<file path="src/rtl/sme_param.sv">
// Parametrised string matcher: loads a string, then scores each pattern (^ $ . * wildcards) for match and leftmost index.
// Latency 2..2*(Ls+2)*(Lp+2) cycles from the first idle cycle after a pattern; no backpressure, strobes ignored while searching.
module sme_param #(
    parameter int CHAR_W  = 8,
    parameter int MAX_STR = 32,
    parameter int MAX_PAT = 8,
    parameter int IDX_W   = $clog2(MAX_STR)
) (
    input  logic              clk,
    input  logic              reset,
    input  logic [CHAR_W-1:0] chardata,
    input  logic              isstring,
    input  logic              ispattern,
    input  logic              nocase,
    output logic              valid,
    output logic              match,
    output logic [IDX_W-1:0]  match_index,
    output logic              overflow
);
    localparam int SI_W = $clog2(MAX_STR);
    localparam int PI_W = $clog2(MAX_PAT);
    localparam int LS_W = $clog2(MAX_STR + 1);
    localparam int LP_W = $clog2(MAX_PAT + 1);
    localparam logic [LS_W-1:0]   STR_FULL = LS_W'(MAX_STR);
    localparam logic [LP_W-1:0]   PAT_FULL = LP_W'(MAX_PAT);
    localparam logic [CHAR_W-1:0] C_CARET  = CHAR_W'(8'h5E);
    localparam logic [CHAR_W-1:0] C_DOLLAR = CHAR_W'(8'h24);
    localparam logic [CHAR_W-1:0] C_DOT    = CHAR_W'(8'h2E);
    localparam logic [CHAR_W-1:0] C_STAR   = CHAR_W'(8'h2A);
    localparam logic [CHAR_W-1:0] C_SPACE  = CHAR_W'(8'h20);

    typedef enum logic [1:0] {IDLE, LOAD, SEARCH, DONE} state_t;

    state_t state, state_next;

    logic [CHAR_W-1:0] str_mem [MAX_STR];
    logic [CHAR_W-1:0] pat_mem [MAX_PAT];
    logic [LS_W-1:0]   str_len;
    logic [LP_W-1:0]   pat_len;
    logic              str_ovf, pat_ovf, prev_str, prev_pat, nocase_r;

    // start_i: candidate start for the prefix; base: candidate start for the suffix after '*'
    logic [LS_W-1:0]   start_i, base, sp, sp_m1;
    logic [LP_W-1:0]   pp, suf_pp;
    logic              phase;

    logic              loading, str_wr, pat_wr;
    logic [CHAR_W-1:0] pch, sch, prv;
    logic              pat_end, have_ch, is_star, step_ok, step_adv, retry_last;

    function automatic logic [CHAR_W-1:0] fold(input logic [CHAR_W-1:0] c);
        if (c >= CHAR_W'(8'h41) && c <= CHAR_W'(8'h5A))
            return c + CHAR_W'(8'h20);
        return c;
    endfunction

    assign loading = (state == IDLE) || (state == LOAD);
    assign str_wr  = loading && isstring && (!prev_str || str_len != STR_FULL);
    assign pat_wr  = loading && ispattern && (!prev_pat || pat_len != PAT_FULL);

    always_ff @(posedge clk) begin
        if (str_wr)
            str_mem[prev_str ? str_len[SI_W-1:0] : '0] <= chardata;
        if (pat_wr)
            pat_mem[prev_pat ? pat_len[PI_W-1:0] : '0] <= chardata;
    end

    // Full-width compares against str_len keep an index of MAX_STR from aliasing entry 0
    assign sp_m1      = sp - LS_W'(1);
    assign pch        = pat_mem[pp[PI_W-1:0]];
    assign sch        = str_mem[sp[SI_W-1:0]];
    assign prv        = str_mem[sp_m1[SI_W-1:0]];
    assign pat_end    = (pp == pat_len);
    assign have_ch    = (sp < str_len);
    assign retry_last = phase ? (base == str_len) : (start_i == str_len);

    always_comb begin
        is_star  = 1'b0;
        step_ok  = 1'b0;
        step_adv = 1'b0;
        if (pch == C_STAR) begin
            is_star = 1'b1;
        end else if (pch == C_CARET) begin
            step_ok = (sp == '0) || (prv == C_SPACE);
        end else if (pch == C_DOLLAR) begin
            step_ok = (sp == str_len) || (have_ch && sch == C_SPACE);
        end else if (pch == C_DOT) begin
            step_ok  = have_ch;
            step_adv = 1'b1;
        end else begin
            step_ok  = have_ch && (nocase_r ? (fold(sch) == fold(pch)) : (sch == pch));
            step_adv = 1'b1;
        end
    end

    always_ff @(posedge clk) begin
        if (reset)
            state <= IDLE;
        else
            state <= state_next;
    end

    always_comb begin
        state_next = state;
        case (state)
            IDLE, LOAD: begin
                if (isstring || ispattern)
                    state_next = LOAD;
                else if (prev_pat)
                    state_next = SEARCH;
                else
                    state_next = IDLE;
            end
            SEARCH: if (pat_end || (!is_star && !step_ok && retry_last)) state_next = DONE;
            DONE:   state_next = IDLE;
            default: state_next = IDLE;
        endcase
    end

    always_ff @(posedge clk) begin
        if (reset) begin
            str_len     <= '0;
            pat_len     <= '0;
            str_ovf     <= 1'b0;
            pat_ovf     <= 1'b0;
            prev_str    <= 1'b0;
            prev_pat    <= 1'b0;
            nocase_r    <= 1'b0;
            start_i     <= '0;
            base        <= '0;
            sp          <= '0;
            pp          <= '0;
            suf_pp      <= '0;
            phase       <= 1'b0;
            valid       <= 1'b0;
            match       <= 1'b0;
            match_index <= '0;
            overflow    <= 1'b0;
        end else begin
            valid <= 1'b0;
            case (state)
                IDLE, LOAD: begin
                    prev_str <= isstring;
                    prev_pat <= ispattern;
                    if (isstring) begin
                        if (!prev_str) begin
                            str_len <= LS_W'(1);
                            str_ovf <= 1'b0;
                        end else if (str_len != STR_FULL) begin
                            str_len <= str_len + LS_W'(1);
                        end else begin
                            str_ovf <= 1'b1;
                        end
                    end
                    if (ispattern) begin
                        if (!prev_pat) begin
                            pat_len  <= LP_W'(1);
                            pat_ovf  <= 1'b0;
                            nocase_r <= nocase;
                        end else if (pat_len != PAT_FULL) begin
                            pat_len <= pat_len + LP_W'(1);
                        end else begin
                            pat_ovf <= 1'b1;
                        end
                    end
                    start_i <= '0;
                    base    <= '0;
                    sp      <= '0;
                    pp      <= '0;
                    suf_pp  <= '0;
                    phase   <= 1'b0;
                end
                SEARCH: begin
                    if (pat_end) begin
                        valid       <= 1'b1;
                        match       <= 1'b1;
                        match_index <= IDX_W'(start_i);
                        overflow    <= str_ovf | pat_ovf;
                    end else if (is_star) begin
                        phase  <= 1'b1;
                        base   <= sp;
                        pp     <= pp + LP_W'(1);
                        suf_pp <= pp + LP_W'(1);
                    end else if (step_ok) begin
                        pp <= pp + LP_W'(1);
                        if (step_adv)
                            sp <= sp + LS_W'(1);
                    end else if (retry_last) begin
                        valid       <= 1'b1;
                        match       <= 1'b0;
                        match_index <= '0;
                        overflow    <= str_ovf | pat_ovf;
                    end else if (phase) begin
                        // Suffix slides right; the prefix anchor is never revisited
                        base <= base + LS_W'(1);
                        sp   <= base + LS_W'(1);
                        pp   <= suf_pp;
                    end else begin
                        start_i <= start_i + LS_W'(1);
                        sp      <= start_i + LS_W'(1);
                        pp      <= '0;
                    end
                end
                default: ;
            endcase
        end
    end
endmodule

</file>
<file path="config.mk">
export PLATFORM = sky130hd
export DESIGN_NAME = sme_param
export DESIGN_NICKNAME = d
export VERILOG_FILES = /design/src/rtl/sme_param.sv
export SDC_FILE = /design/constraint.sdc
export NUM_CORES = 1
export LEC_CHECK = 0
export CAP_MARGIN = 20
export CORE_MARGIN = 4
export CORE_UTILIZATION = 48
export DETAILED_ROUTE_END_ITERATION = 16
export GPL_ROUTABILITY_DRIVEN = 0
export PLACE_DENSITY = 0.66
export SETUP_SLACK_MARGIN = 0.02
export SYNTH_ARGS = -nofsm -noshare
export SYNTH_HDL_FRONTEND = slang
export SYNTH_SLANG_ARGS = --single-unit
</file>
<file path="constraint.sdc">
create_clock -name clk -period 4.75 [get_ports clk]
set_input_delay 0.475 -clock clk [delete_from_list [all_inputs] [get_ports clk]]
set_output_delay 0.475 -clock clk [all_outputs]
set_load 0.01 [all_outputs]
</file>
==> impl_metrics.json, run 1 <==
{
  "avgSynthCellArea_um2": 13.46,
  "synth_area_um2": 17700,
  "cts_tree": "done",
  "vias": 11790,
  "power.net_switching_w": 0.001491,
  "p_leak_nw": 6.340,
  "boundaryPins": 21,
  "clkPwrFrac_pct": 45.4,
  "drive_gt1_share_pct": 14.64,
  "top_cell_area_share_pct": 54.30,
  "report.final.slew_viol_count": 0,
  "grt_max_degree": 41,
  "port-buffer-count": 20,
  "dieArea_um2": 40000,
  "crit_family": "simple AND/OR/NAND/NOR gates",
  "hp-start": "overflow$_SDFFE_PP0P_",
  "hold_class": "register to register",
  "yosys_warnings": 0,
  "crit_path_top_delay_cell": "dfxtp_2",
  "stdcell_count": 1876,
  "setup_viol": 0,
  "p_int_w": 0.005728,
  "htree_num_levels": 2,
  "endpoint_kind": "register",
  "clockBufferDepth": 3,
  "critPathLaunchType": "register",
  "track_usage_pct": 22.96,
  "pre_cts_ws_ns": 0.1236,
  "hold_path_depth": 2,
  "grt_overflow": 0,
  "crit_cells": 15,
  "ff_type": "edfxtp_1",
  "maxCapViolCount": 0,
  "top_area_cell": "edfxtp_1",
  "synthesis.nets": 1345,
  "rsz0062_at_grt": "no",
  "drt_wl_total_mm": 46.32,
  "warnings": 29,
  "arrival_ns": 4.92,
  "synth_chip_area_um2": 17700,
  "setup-tns-final_ns": 0,
  "core_region_area_um2": 36520,
  "rows": 70,
  "initCoreUtil_pct": 48.45,
  "clk_latency_ns": 0.54,
  "worst_ep_required_time_ns": 5.16,
  "synth_cell_types": 80,
  "cp_slowest_stage_delay_ns": 0.49,
  "viasPerCell": 6.283,
  "synth_flops": 380,
  "r2r_slack_ns": 0.24,
  "synth_cells": 1315,
  "whs_endpoint": "overflow$_SDFFE_PP0P_",
  "grt_pass1_wl_mm": 70.15,
  "dieWidth_um": 200.0,
  "antenna_found_initial": 1,
  "powerDensity_nw_per_um2": 359.0,
  "ff2ff_path_depth": 15,
  "synthTopCellsByCount": "edfxtp_1, nor2_1, mux2i_1, dfxtp_1, a21oi_1",
  "drtPass1Iterations": 5,
  "hold_viol_final": 0,
  "dr.first_iter.drc_count": 1127,
  "ys_async_sr_fraction_pct": 0,
  "maxSlewHeadroom_pct": 27.64,
  "irDropWorstVdd_v": 0.0003101,
  "num-nets-final": 1407,
  "fin_crit_sh_pct": 94.93,
  "status": "completed",
  "cts_sinks": 380,
  "finalCriticalPeriod_ns": 4.509,
  "wl_per_cell_um": 24.69,
  "die_y_um": 200.0,
  "synthTopCellsByArea": "edfxtp_1, dfxtp_1, mux2i_1",
  "worst_pin_slew_ns": 1.085,
  "crit_buf_inv": 3,
  "ys_cells": 1315,
  "drcViolationCount": 0,
  "numCtsBuffers": 42,
  "edf_count": 320,
  "seq_power_share_pct": 50.5,
  "place_inst": 1793,
  "p_sw_share_pct": 20.66,
  "finalClockSkew_ns": 0.01879,
  "p_comb_share_pct": 4.1,
  "cts_root_buf": "clkbuf_16",
  "synth_top_cell_by_count": "edfxtp_1",
  "ant_nets": 0,
  "path_cells": "buf_12, nor2b_1, buf_4, a22oi_1, a21oi_1, nor4_1, nor4_1, nand4_1, a2111oi_2, nand3b_1, nor4b_2, nor2_4, buf_4, mux2i_1, a211o_1",
  "area_delta_synth_final_pct": 13.65,
  "ys_seq_share_pct": 61.09,
  "clk_pin_slew_ns": 0.06,
  "critPathMaxFanout": 28,
  "path_class": "register to register",
  "grt_pass1_vias": 11660,
  "finalWorstSetupSlack_ns": 0.2407,
  "fmax_ghz": 0.2218,
  "dp_hpwl_mm": 30.85
}
-- run 1: worst max path at each step --
stage	start	end	slack, ns
after global placement	register	register	0.25
after floorplan	sp[0]$_SDFFE_PP0P_	register	0.47
final	register	register	0.24
after detailed placement	register	register	0.12
after global routing	sp[0]$_SDFFE_PP0P_	sp[2]$_SDFFE_PP0P_	0.03
after CTS	register	register	0.09
-- run 1: metal layers --
| layer | global-route usage (%) | part of all wire [%] | up-vias |
|---|---|---|---|
| met5 | 0 | 0 | - |
| met3 | 3.390 | 6.4 | 75 |
| met2 | 37.87 | 49 | 439 |
| met1 | 32.31 | 43 | 5962 |
| li1 | - | - | 5310 |
| met4 | 6.088 | 2.4 | 0 |
-- run 1: power groups by stage --
stage	registers [W]	clock network (W)	logic [W]
2_1_floorplan	0.00371	0	0.000160
3_3_place_gp	0.00372	0	0.000289
3_5_place_dp	0.00372	0	0.000295
4_1_cts	0.00365	0.00332	0.000296
5_1_grt	0.00365	0.00346	0.000321
6_report	0.00365	0.00327	0.000298
-- run 1: final cells by class --
type                            count  area (um2)
Clock inverter                     20       251.5
Multi-Input combinational cell    834        6445
Fill cell                        2963       16410
Tap cell                          468       585.6
Sequential cell                   380       10820
Inverter                           30       112.6
Antenna cell                        1       2.502
Timing Repair Buffer               89       770.7
Clock buffer                       54        1127
-- run 1: flip-flops by register name (all words and copies together), names as in the netlist, named ones only --
signal       flops
match            1
pat_mem         64
str_ovf          1
prev_str         1
suf_pp           4
prev_pat         1
valid            1
state            2
nocase_r         1
pat_len          4
overflow         1
str_len          6
start_i          6
pp               4
match_index      5
sp               6
base             6
str_mem        256
phase            1
pat_ovf          1
-- run 1: worst min-delay path, cell delays in order, from the launching register on --
cell and delay [ns]:
dfxtp_1 0.31, inv_1 0.07, a221oi_2 0.06
-- run 1: through the flow --
stage               utilization, %  hold WS [ns]  instance area, um2  power (W)
floorplan                        -        0.4380               17700   0.003868
global placement             51.04        0.4546               18640   0.004006
detailed placement           51.04        0.4619               18640   0.004012
CTS                          54.81        0.4724               20020   0.007260
global route                 55.06        0.5152               20110   0.007432
finish                       55.06        0.4884               20110   0.007219
-- run 1: cell usage in the layout, fill, tap and decap left out, types with 32 or more instances in the layout --
cell type    n
a22oi_1     47
nand2_1     51
nor3_1      34
nand3_1     39
edfxtp_1   320
nor2_1     113
mux4_2      41
nor4_1      32
dfxtp_1     58
buf_4       65
clkbuf_16   43
a21oi_1     54
mux2i_1    107
-- run 1: what timing repair did --
| item | in CTS | in global routing |
|---|---|---|
| gates resized | 0 | 2 |
| hold buffers | 0 | 0 |
| endpoints found under the setup margin | 0 | 34 |
| setup buffers | 0 | 8 |
-- run 1: logic make-up (layout without fill, tap and decap cells) --
group / after synthesis / after routing / share of synthesized area (%)
mux: 159 / 159 / 12.01
compound gates: 223 / 223 / 9.107
fa+ha+maj: 17 / 17 / 1.202
other cells: 0 / 1 / 0
flops: 380 / 380 / 61.09
simple gates: 395 / 395 / 12.04
xor+xnor: 40 / 40 / 1.980
buf+inv: 101 / 193 / 2.574
### Signal wires on met4, run 1

Bar = 50 um. Supply wires on this layer in gray.
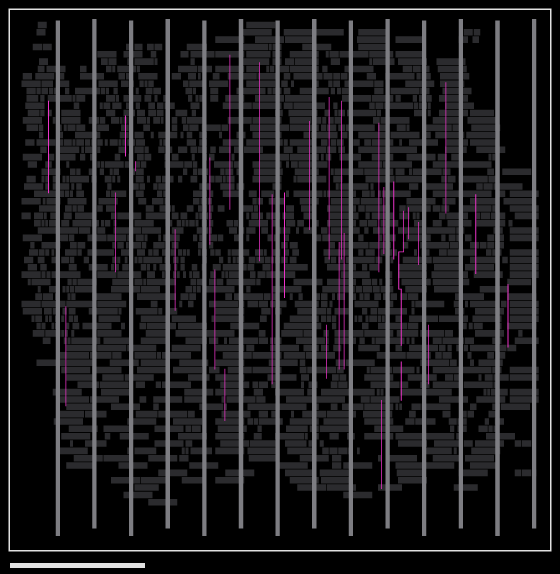
The layer holds 2.4% of the routed length. The longest straight run is 73.4 um.

### Placement density heat map, run 1

20 x 20 tiles, from white (low) to dark blue (high), 0 to 100% covered.
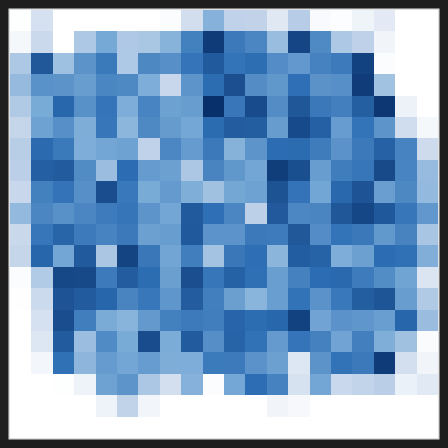
15% of the tiles are nearly empty. The emptiest ninth of the die: south-west. The mean over all tiles is 49%. The fullest tile reaches 100%.

### M1 wires, run 1

Supply wires on this layer in gray.
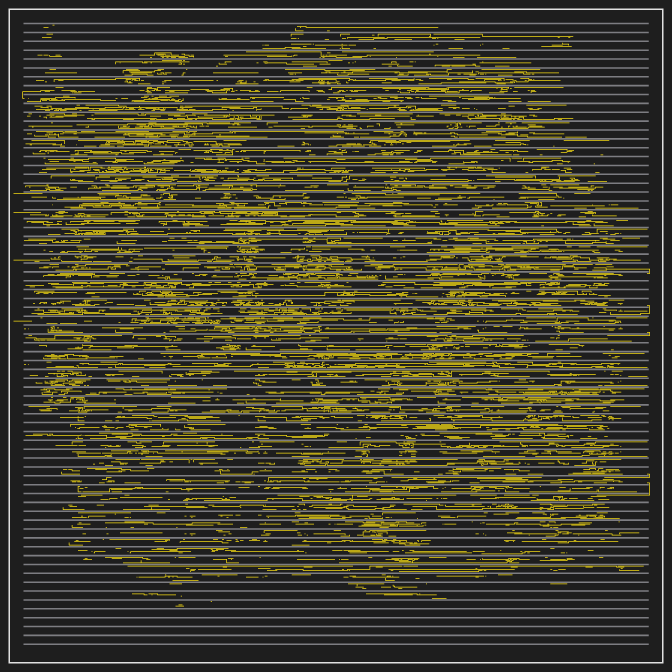
The layer carries 19,800 um of wire. The wires run mostly horizontal.

==> run 1 -> run 2 <==
Settings changed: SLEW_MARGIN set to 15.
### Placed cells, one color a class, run 2

Bar = 50 um. Fill, decap, tap and diode cells in gray.
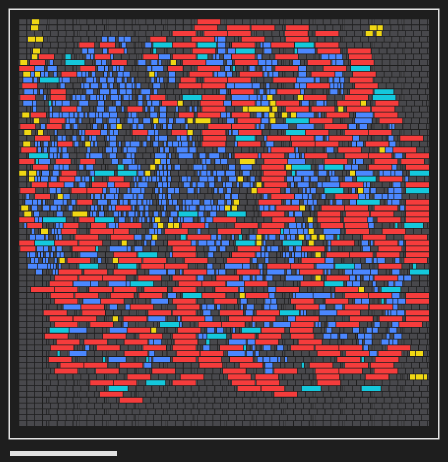
Key: flip-flops = red [cells 380, share of their area 55%]; clock drivers and dummy loads = cyan [cells 74, share of their area 7.1%]; other buffers and delay cells = yellow [cells 89, share of their area 3.9%]; all other logic = blue [cells 864, share of their area 34%]

### M1 wires, run 2

Supply wires on this layer in gray.
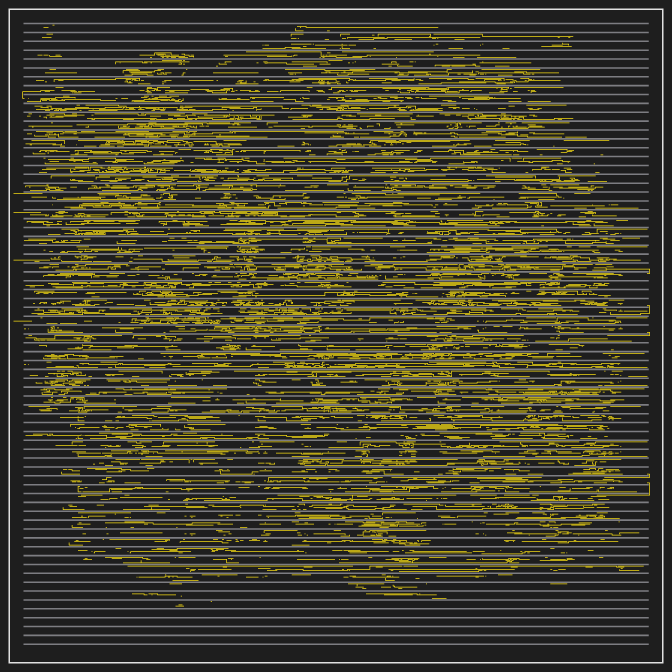
met1 usage: 32.31%
Vias: 11,790
final wirelength: 46.32 mm

==> impl_metrics.json, run 2 <==
{
  "status": "completed",
  "powerDensity_nw_per_um2": 359.0,
  "power.net_switching_w": 0.001491,
  "utilization_pct": 55.06,
  "viasPerCell": 6.283,
  "core_region_area_um2": 36520,
  "die_y_um": 200.0,
  "synth_chip_area_um2": 17700,
  "edf_count": 320,
  "grt_max_degree": 41,
  "htree_num_levels": 2,
  "largest_register_ffs": 256,
  "setup-tns-final_ns": 0,
  "ff2ff_path_depth": 15,
  "maxSlewHeadroom_pct": 27.64,
  "endpoint_kind": "register",
  "synth_cell_types": 80,
  "grt_pass1_wl_mm": 70.15,
  "irDropWorstVdd_v": 0.0003101,
  "synthTopCellsByArea": "edfxtp_1, dfxtp_1, mux2i_1",
  "final_cell_mix": "edfxtp_1, nor2_1, mux2i_1",
  "clk_pin_slew_ns": 0.06,
  "worst_pin_slew_ns": 1.085,
  "cp_slowest_stage_delay_ns": 0.49,
  "cts_sinks": 380,
  "p_leak_nw": 6.340,
  "hold_path_depth": 2,
  "synth_flops": 380,
  "warnings": 29,
  "p_comb_share_pct": 4.1,
  "initCoreUtil_pct": 48.45,
  "port-buffer-count": 20,
  "finalCriticalPeriod_ns": 4.509,
  "clkPwrFrac_pct": 45.4,
  "track_usage_pct": 22.96,
  "ys_cells": 1315,
  "ys_async_sr_fraction_pct": 0,
  "flop_area_um2": 10820,
  "dieArea_um2": 40000,
  "ant_nets": 0,
  "fin_crit_sh_pct": 94.93,
  "lay_top_count": "edfxtp_1",
  "nFillCells": 2963,
  "clk_latency_ns": 0.54,
  "dieWidth_um": 200.0,
  "p_sw_share_pct": 20.66,
  "drcViolationCount": 0,
  "path_cells": "buf_12, nor2b_1, buf_4, a22oi_1, a21oi_1, nor4_1, nor4_1, nand4_1, a2111oi_2, nand3b_1, nor4b_2, nor2_4, buf_4, mux2i_1, a211o_1",
  "crit_path_top_delay_cell": "dfxtp_2",
  "grt_overflow": 0,
  "synthesis.nets": 1345,
  "p_int_w": 0.005728,
  "cts_root_buf": "clkbuf_16",
  "ys_seq_share_pct": 61.09,
  "worst_ep_required_time_ns": 5.16,
  "cts_tree": "done",
  "num-nets-final": 1407,
  "hold_viol_final": 0,
  "avgSynthCellArea_um2": 13.46,
  "path_class": "register to register",
  "seq_power_share_pct": 50.5,
  "numCtsBuffers": 42,
  "grt_pass1_vias": 11660,
  "dr.first_iter.drc_count": 1127,
  "hold_class": "register to register",
  "synth_top_cell_by_count": "edfxtp_1",
  "whs_endpoint": "overflow$_SDFFE_PP0P_",
  "r2r_slack_ns": 0.24,
  "wl_per_cell_um": 24.69,
  "hp-start": "overflow$_SDFFE_PP0P_",
  "crit_family": "simple AND/OR/NAND/NOR gates",
  "dp_hpwl_mm": 30.85,
  "yosys_warnings": 0,
  "synth_cells": 1315,
  "finalClockSkew_ns": 0.01879,
  "ctsHoldBuffers": 0,
  "critPathLaunchType": "register",
  "synth_area_um2": 17700,
  "antenna_found_initial": 1,
  "crit_cells": 15,
  "report.final.slew_viol_count": 0,
  "arrival_ns": 4.92,
  "setup_viol": 0,
  "drive_gt1_share_pct": 14.64,
  "drtPass1Iterations": 5,
  "area_delta_synth_final_pct": 13.65,
  "fmax_ghz": 0.2218,
  "rows": 70,
  "top_area_cell": "edfxtp_1",
  "crit_buf_inv": 3,
  "rsz0062_at_grt": "no",
  "clockBufferDepth": 3,
  "mi_logic_area_um2": 6445,
  "maxCapViolCount": 0,
  "boundaryPins": 21,
  "top_cell_area_share_pct": 54.30,
  "ff_type": "edfxtp_1",
  "synthTopCellsByCount": "edfxtp_1, nor2_1, mux2i_1, dfxtp_1, a21oi_1",
  "critPathMaxFanout": 28
}
-- run 2: worst min-delay path: cells and delay by family (launching register included) --
family                 cells  cell delay [ns]
buffers and inverters      1             0.07
flip-flops                 1             0.31
AND-OR/OR-AND              1             0.06
-- run 2: worst max-delay path by stage --
stage	from	end	slack, ns
final	register	register	0.24
after global routing	sp[0]$_SDFFE_PP0P_	sp[2]$_SDFFE_PP0P_	0.03
after CTS	register	register	0.09
after detailed placement	register	register	0.12
after global placement	register	register	0.25
after floorplan	sp[0]$_SDFFE_PP0P_	register	0.47
-- run 2: cell families (layout without fill, tap and decap cells) --
logic type / after synthesis / count (layout) / share of synthesized area [%]
AOI/OAI and AO/OA: 223 / 223 / 9.107
buffers and inverters: 101 / 193 / 2.574
muxes: 159 / 159 / 12.01
other: 0 / 1 / 0
xor gates and xnor gates: 40 / 40 / 1.980
adders and majority gates: 17 / 17 / 1.202
and+or+nand+nor: 395 / 395 / 12.04
DFF: 380 / 380 / 61.09
-- run 2: per-stage QoR --
step	hold slack [ns]	total power, W	setup slack, ns	std cells	area, um2
final	0.4884	0.007219	0.2407	1876	20110
after global routing	0.5152	0.007432	0.03171	1875	20110
after CTS	0.4724	0.007260	0.09444	1867	20020
after detailed placement	0.4619	0.004012	0.1236	1793	18640
after global placement	0.4546	0.004006	0.2451	1793	18640
after floorplan	0.4380	0.003868	0.4726	1315	17700
-- run 2: repair_timing --
item	in CTS	in global routing
resized	0	2
endpoints found under the setup margin	0	34
buffers inserted	0	8
-- run 2: area by class of cell --
class,instances,area share (%)
clock inverters,20,1.251
diodes,1,0.01244
inverters,30,0.5599
well taps,468,2.912
flip-flops and latches,380,53.78
multi-input cells,834,32.05
repair buffers,89,3.833
clock buffers,54,5.606
-- run 2: power by group through the flow --
stage	combinational (W)	sequential (W)	clock, W
2_1_floorplan	0.000160	0.00371	0
3_3_place_gp	0.000289	0.00372	0
3_5_place_dp	0.000295	0.00372	0
4_1_cts	0.000296	0.00365	0.00332
5_1_grt	0.000321	0.00365	0.00346
6_report	0.000298	0.00365	0.00327
-- run 2: per-layer routing --
layer | routed length [um] | global-route usage [%] | up-vias
met5 | 0 | 0 | -
met4 | 1107 | 6.088 | 0
met3 | 2964 | 3.390 | 75
met2 | 22470 | 37.87 | 439
met1 | 19770 | 32.31 | 5962
li1 | - | - | 5310
==> run 2 -> run 3 <==
Settings changed: CAP_MARGIN 20 to not set.
### M1 wires, run 3

Supply wires on this layer in gray.
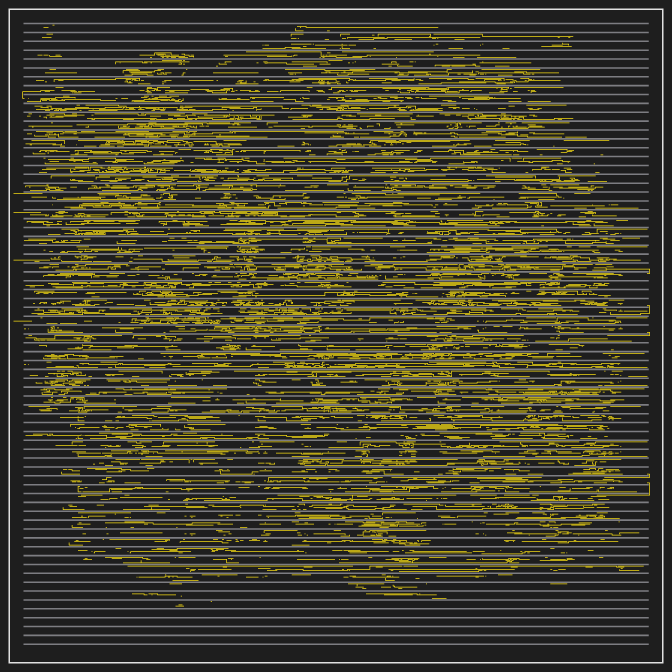
The longest straight run is 69.0 um. 1,344 nets have wire on it.

### Placed cells, one color a class, run 3

Bar = 50 um. Fill, decap, tap and diode cells in gray.
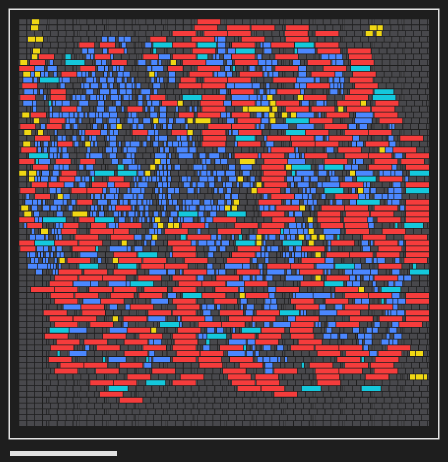
Core ar.: 36,520 um2
flop share of the area: 53.78%
Final Instance Area: 20,110 um2
# rows: 70

==> impl_metrics.json, run 3 <==
{
  "status": "completed",
  "fin_crit_sh_pct": 94.93,
  "cts_root_buf": "clkbuf_16",
  "viasPerCell": 6.283,
  "clockBufferDepth": 3,
  "synth_top_cell_by_count": "edfxtp_1",
  "ys_sh_xor_pct": 1.980,
  "lay_top_count": "edfxtp_1",
  "irDropWorstVdd_v": 0.0003101,
  "setup_viol": 0,
  "ctsHoldBuffers": 0,
  "largest_register_ffs": 256,
  "htree_num_levels": 2,
  "placed_area_um2": 18640,
  "path_class": "register to register",
  "synth_flops": 380,
  "yosys.area_share.aoi_pct": 9.107,
  "finalClockSkew_ns": 0.01879,
  "final_cell_mix": "edfxtp_1, nor2_1, mux2i_1",
  "worst_ep_required_time_ns": 5.16,
  "ys_top_logic_family": "simple AND/OR/NAND/NOR gates",
  "dp_hpwl_mm": 30.85,
  "critPathLaunchType": "register",
  "wl_per_cell_um": 24.69,
  "avgSynthCellArea_um2": 13.46,
  "yosys.area_share.adder_pct": 1.202,
  "antenna_found_initial": 1,
  "dr.first_iter.drc_count": 1127,
  "top_cell_area_share_pct": 54.30,
  "synthTopCellsByArea": "edfxtp_1, dfxtp_1, mux2i_1",
  "track_usage_pct": 22.96,
  "drcViolationCount": 0,
  "warnings": 29,
  "grt_max_degree": 41,
  "finalCriticalPeriod_ns": 4.509,
  "ant_nets": 0,
  "clk_pin_slew_ns": 0.06,
  "drive_gt1_share_pct": 14.64,
  "worst_pin_slew_ns": 1.085,
  "grt_pass1_vias": 11660,
  "area_delta_synth_final_pct": 13.65,
  "ff_type": "edfxtp_1",
  "maxSlewHeadroom_pct": 27.64,
  "grt_pass1_wl_mm": 70.15,
  "hold_viol_final": 0,
  "maxCapViolCount": 0,
  "rsz0062_at_grt": "no",
  "vias": 11790,
  "powerDensity_nw_per_um2": 359.0,
  "ys_seq_share_pct": 61.09,
  "synth_area_um2": 17700,
  "fmax_ghz": 0.2218,
  "synth_cells": 1315,
  "report.final.slew_viol_count": 0,
  "drt_wl_total_mm": 46.32,
  "cts_tree": "done",
  "synth_chip_area_um2": 17700,
  "pre_cts_ws_ns": 0.1236,
  "initCoreUtil_pct": 48.45,
  "ys_cells": 1315,
  "synth_cell_types": 80,
  "die_y_um": 200.0,
  "nFillCells": 2963,
  "p_leak_nw": 6.340,
  "hold_class": "register to register",
  "clk_latency_ns": 0.54,
  "simple_gate_share_pct": 12.04,
  "synthesis.nets": 1345,
  "top_area_cell": "edfxtp_1",
  "port-buffer-count": 20,
  "muxShareOfSynthArea_pct": 12.01,
  "synthTopCellsByCount": "edfxtp_1, nor2_1, mux2i_1, dfxtp_1, a21oi_1",
  "boundaryPins": 21,
  "arrival_ns": 4.92,
  "drtPass1Iterations": 5,
  "dieArea_um2": 40000,
  "dieWidth_um": 200.0,
  "numCtsBuffers": 42,
  "yosys_warnings": 0,
  "critPathMaxFanout": 28,
  "cts_sinks": 380,
  "endpoint_kind": "register",
  "finalWorstSetupSlack_ns": 0.2407,
  "num-nets-final": 1407,
  "ys_async_sr_fraction_pct": 0,
  "edf_count": 320,
  "setup-tns-final_ns": 0,
  "grt_overflow": 0
}
[run 3: cells by family (layout without fill, tap and decap cells)]
family / after synthesis / in the layout
AOI/OAI and AO/OA: 223 / 223
xor gates and xnor gates: 40 / 40
adders and majority gates: 17 / 17
buffers and inverters: 101 / 193
DFF: 380 / 380
muxes: 159 / 159
other: 0 / 1
and+or+nand+nor: 395 / 395
[run 3: layer usage]
metal	track usage [%]	vias up	part of all wire, %
met5	0	-	0
met4	6.088	0	2.4
met3	3.390	75	6.4
met2	37.87	439	49
met1	32.31	5962	43
li1	-	5310	-
[run 3: final cells by class]
class,instances,area [um2],share of cell area (%)
sequential,380,10820,53.78
multi-input combinational,834,6445,32.05
clock buffer,54,1127,5.606
timing repair buffer,89,770.7,3.833
tap,468,585.6,2.912
clock inverter,20,251.5,1.251
inverter,30,112.6,0.5599
antenna,1,2.502,0.01244
[run 3: critical path, cell delays in order, from the launching register on]
cell       delay, ns
dfxtp_2         0.49
buf_12          0.26
nor2b_1         0.21
buf_4           0.21
a22oi_1         0.11
a21oi_1         0.36
nor4_1          0.17
nor4_1          0.43
nand4_1         0.27
a2111oi_2       0.42
nand3b_1        0.21
nor4b_2         0.43
nor2_4          0.13
buf_4           0.21
mux2i_1         0.15
a211o_1         0.31
[run 3: path summary, 6_finish.rpt]
| check | start | slack, ns | cells after the start | end |
|---|---|---|---|---|
| min | overflow$_SDFFE_PP0P_ | 0.49 | 2 | overflow$_SDFFE_PP0P_ |
| max reg2reg | register | 0.24 | 15 | register |
| max | register | 0.24 | 15 | register |
| min reg2reg | overflow$_SDFFE_PP0P_ | 0.49 | 2 | overflow$_SDFFE_PP0P_ |
[run 3: timing repair]
| action | 4_1_cts | 5_1_grt |
|---|---|---|
| endpoints found under the hold margin | 0 | 0 |
| setup buffers | 0 | 8 |
| gates resized | 0 | 2 |
| endpoints found under the setup margin | 0 | 34 |
[run 3: where the power goes]
group	switching, W	internal (W)	total, W
logic	0.000196	0.000101	0.000298
clock network	0.00128	0.00200	0.00327
registers	0.0000175	0.00363	0.00365
[run 3: per-stage QoR]
| stage | hold WS (ns) | power (W) | util (%) | instances |
|---|---|---|---|---|
| after floorplan | 0.4380 | 0.003868 | - | 1315 |
| after global placement | 0.4546 | 0.004006 | 51.04 | 1793 |
| after detailed placement | 0.4619 | 0.004012 | 51.04 | 1793 |
| after CTS | 0.4724 | 0.007260 | 54.81 | 1867 |
| after global routing | 0.5152 | 0.007432 | 55.06 | 1875 |
| final | 0.4884 | 0.007219 | 55.06 | 1876 |
Power is estimated from default activity; no workload was simulated.
